===== src/rtl/cobs_packet_arbiter.sv =====
// Round-robin arbiter that merges NUM_SOURCES raw byte streams into one COBS
// encoder input, prefixing each packet with the granted source index.
module cobs_packet_arbiter #(
  parameter int unsigned NUM_SOURCES = 2,
  parameter int unsigned DATA_WIDTH  = 8,
  parameter int unsigned MAX_PAYLOAD = 253
) (
  input  logic                              clk,
  input  logic                              rst,
  input  logic [NUM_SOURCES*DATA_WIDTH-1:0] s_tdata,
  input  logic [NUM_SOURCES-1:0]            s_tvalid,
  input  logic [NUM_SOURCES-1:0]            s_tlast,
  output logic [NUM_SOURCES-1:0]            s_tready,
  output logic [DATA_WIDTH-1:0]             m_tdata,
  output logic                              m_tvalid,
  output logic                              m_tlast,
  output logic                              m_tuser,
  input  logic                              m_tready,
  output logic                              overflow
);

  localparam int unsigned GW = (NUM_SOURCES > 1) ? $clog2(NUM_SOURCES) : 1;
  localparam int unsigned CW = $clog2(MAX_PAYLOAD + 1);
  localparam logic [CW-1:0] LAST_BEAT = CW'(MAX_PAYLOAD - 1);
  localparam logic [GW-1:0] LAST_SRC  = GW'(NUM_SOURCES - 1);

  typedef enum logic [1:0] {
    IDLE    = 2'd0,
    HEADER  = 2'd1,
    PAYLOAD = 2'd2,
    DRAIN   = 2'd3
  } state_t;

  state_t          state;
  state_t          state_nxt;
  logic [GW-1:0]   grant;
  logic [GW-1:0]   grant_nxt;
  logic [GW-1:0]   rr_ptr;
  logic [GW-1:0]   rr_nxt;
  logic [GW-1:0]   grant_inc;
  logic [GW-1:0]   arb_idx;
  logic            arb_found;
  int unsigned     cand;
  logic [CW-1:0]   beat_cnt;
  logic [CW-1:0]   cnt_nxt;
  logic [DATA_WIDTH-1:0] src_data [NUM_SOURCES];
  logic            g_valid;
  logic            g_last;
  logic            at_max;
  logic            beat_ok;

  for (genvar i = 0; i < NUM_SOURCES; i++) begin : g_src
    assign src_data[i] = s_tdata[i*DATA_WIDTH +: DATA_WIDTH];
  end

  assign g_valid   = s_tvalid[grant];
  assign g_last    = s_tlast[grant];
  assign at_max    = (beat_cnt == LAST_BEAT);
  assign beat_ok   = g_valid & m_tready;
  assign grant_inc = (grant == LAST_SRC) ? '0 : grant + GW'(1);
  assign m_tuser   = 1'b0;

  // First requesting source at or above rr_ptr, wrapping past the top index.
  always_comb begin
    arb_found = 1'b0;
    arb_idx   = rr_ptr;
    cand      = 0;
    for (int unsigned k = 0; k < NUM_SOURCES; k++) begin
      cand = 32'(rr_ptr) + k;
      if (cand >= NUM_SOURCES) begin
        cand = cand - NUM_SOURCES;
      end
      if (!arb_found && s_tvalid[GW'(cand)]) begin
        arb_found = 1'b1;
        arb_idx   = GW'(cand);
      end
    end
  end

  // State register.
  always_ff @(posedge clk or posedge rst) begin
    if (rst) begin
      state    <= IDLE;
      grant    <= '0;
      rr_ptr   <= '0;
      beat_cnt <= '0;
    end else begin
      state    <= state_nxt;
      grant    <= grant_nxt;
      rr_ptr   <= rr_nxt;
      beat_cnt <= cnt_nxt;
    end
  end

  // Next-state logic.
  always_comb begin
    state_nxt = state;
    grant_nxt = grant;
    rr_nxt    = rr_ptr;
    cnt_nxt   = beat_cnt;
    case (state)
      IDLE: begin
        if (arb_found) begin
          state_nxt = HEADER;
          grant_nxt = arb_idx;
        end
      end
      HEADER: begin
        if (m_tready) begin
          state_nxt = PAYLOAD;
          cnt_nxt   = '0;
        end
      end
      PAYLOAD: begin
        if (beat_ok) begin
          if (g_last) begin
            state_nxt = IDLE;
            rr_nxt    = grant_inc;
            cnt_nxt   = '0;
          end else if (at_max) begin
            state_nxt = DRAIN;
            cnt_nxt   = '0;
          end else begin
            cnt_nxt = beat_cnt + CW'(1);
          end
        end
      end
      DRAIN: begin
        // Overlong remainder is swallowed until the source closes its packet.
        if (g_valid && g_last) begin
          state_nxt = IDLE;
          rr_nxt    = grant_inc;
        end
      end
      default: state_nxt = IDLE;
    endcase
  end

  // Output logic; payload is a zero-latency pass-through of the granted source.
  always_comb begin
    m_tvalid = 1'b0;
    m_tdata  = '0;
    m_tlast  = 1'b0;
    overflow = 1'b0;
    s_tready = '0;
    case (state)
      HEADER: begin
        m_tvalid = 1'b1;
        m_tdata  = DATA_WIDTH'(grant);
      end
      PAYLOAD: begin
        m_tvalid        = g_valid;
        m_tdata         = src_data[grant];
        m_tlast         = g_last | at_max;
        s_tready[grant] = m_tready;
        overflow        = beat_ok & at_max & ~g_last;
      end
      DRAIN: begin
        s_tready[grant] = 1'b1;
      end
      default: ;
    endcase
  end

endmodule


===== config.mk =====
export PLATFORM = sky130hd
export DESIGN_NAME = cobs_packet_arbiter
export DESIGN_NICKNAME = d
export VERILOG_FILES = /design/src/rtl/cobs_packet_arbiter.sv
export SDC_FILE = /design/constraint.sdc
export NUM_CORES = 1
export LEC_CHECK = 0
export ABC_CLOCK_PERIOD_IN_PS = 1900
export CORE_MARGIN = 3
export CORE_UTILIZATION = 32
export DETAILED_ROUTE_END_ITERATION = 16
export PLACE_DENSITY = 0.59
export SLEW_MARGIN = 5
export SYNTH_ARGS = -nofsm -noshare
export SYNTH_HDL_FRONTEND = slang
export SYNTH_SLANG_ARGS = --single-unit

===== constraint.sdc =====
create_clock -name clk -period 1.9 [get_ports clk]
set_input_delay 0.38 -clock clk [delete_from_list [all_inputs] [get_ports clk]]
set_output_delay 0.38 -clock clk [all_outputs]
set_load 0.05 [all_outputs]

==> images/cell_density.png <==
6 x 6 tiles, from dark blue (low) to red (high), 0 to 100% covered.
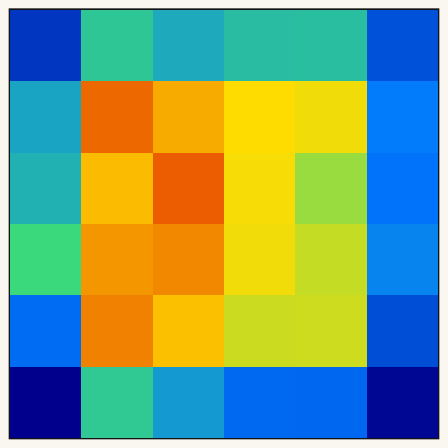
nearly empty tiles: 5.6%
densest ninth of the die: center
fullest tile: 90%
emptiest ninth of the die: south-east

==> images/wires.png <==
The bar under the picture is 20 um long.
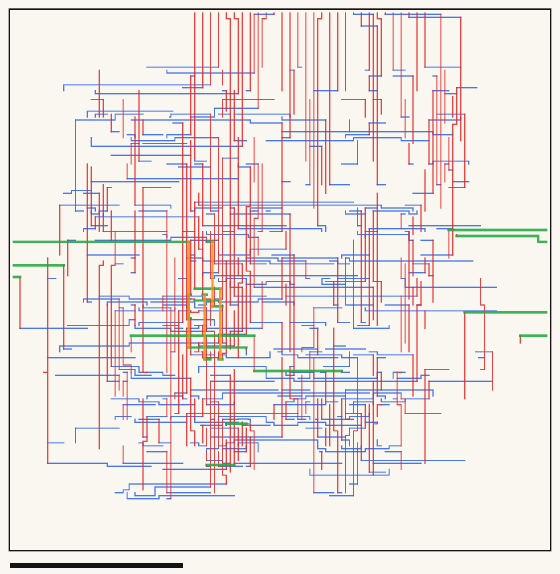
legend:
  metal 1:
    color: blue
    wire_length: 1,480 um
  metal 2:
    color: red
    wire_length: 1,770 um
  metal 3:
    color: green
    wire_length: 110 um
  metal 4:
    color: orange
    wire_length: 35.4 um

==> GITHUB_STEP_SUMMARY <==
## Synthesis and layout report

| Metric | Value |
|---|---|
| Clk pwr | 208 uW |
| Logic area | 868 sq um |
| Multi-input gates | 100 |
| Via count | 1,150 |
| Final Setup Violations | 8 |
| Dominant comb cell | simple AND/OR/NAND/NOR gates |
| Hold WS | 0.401 ns |
| Synthesized instance count | ~130 |
| Critical path capture point type | primary output |
| Failing checks | setup timing |
| Top area contributor share | 0.293 |
| Largest registers | beat_cnt: 8 flops, state: 2 flops |
| Rows | 19 |
| MaxCap Viol Count | 0 |
| Max layer used | met4 |
| Final worst slack | -0.0601 ns |
| Top cells excl fill/tap | buf_4, clkdlybuf4s50_1, nand2_1, buf_12, dfrtp_1 |
| Status | finished, violations left |
| Combinational Power Share | 0.780 |
| Syn Area/Cell | just over 8 sq um |
| OpenROAD warning count | 34 |
| Grt met2 use | 0.284 |
| Mux contribution to synthesized area | 0.119 |
| Cell type taking the most area | logic gates |
| Metal3 WL | 109 um |
| Number of diodes | 0 |
| Clock sinks | 12 |
| TritonCTS clock tree | built |
==> images/clk_routes.png <==
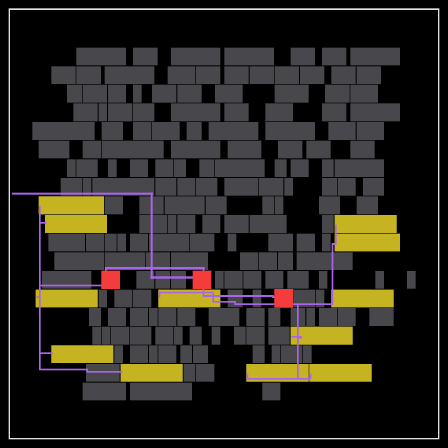
legend:
  clock drivers:
    color: red
    count: 3
  flip-flops:
    color: yellow
    count: 12
  clock wires:
    color: purple
    length: 185 um
routed clock nets: 4

==> images/logic_types.png <==
The bar under the picture is 20 um long.
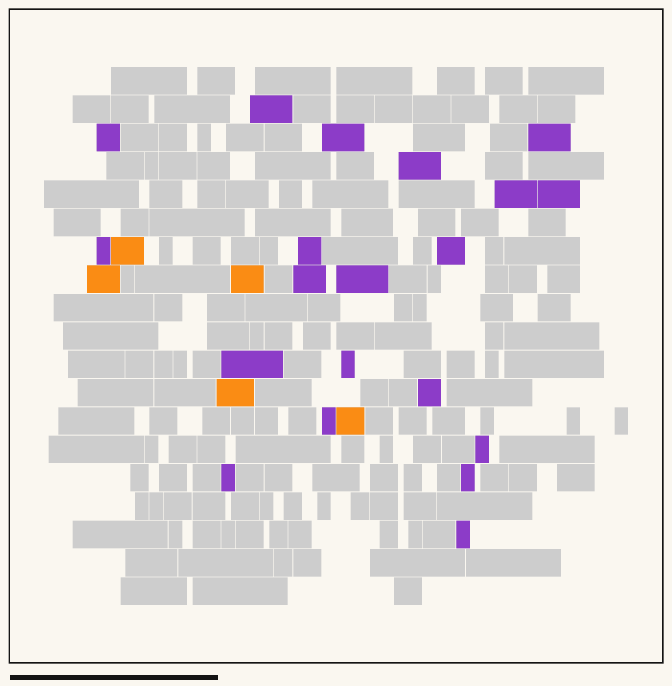
legend:
  AND-OR and OR-AND gates:
    color: orange
    cells: 5
    most_used: a22o_1
  NOR gates:
    color: purple
    cells: 20
    most_used: nor2_1

No activity file was given, so power comes from the tool's default toggle rates.
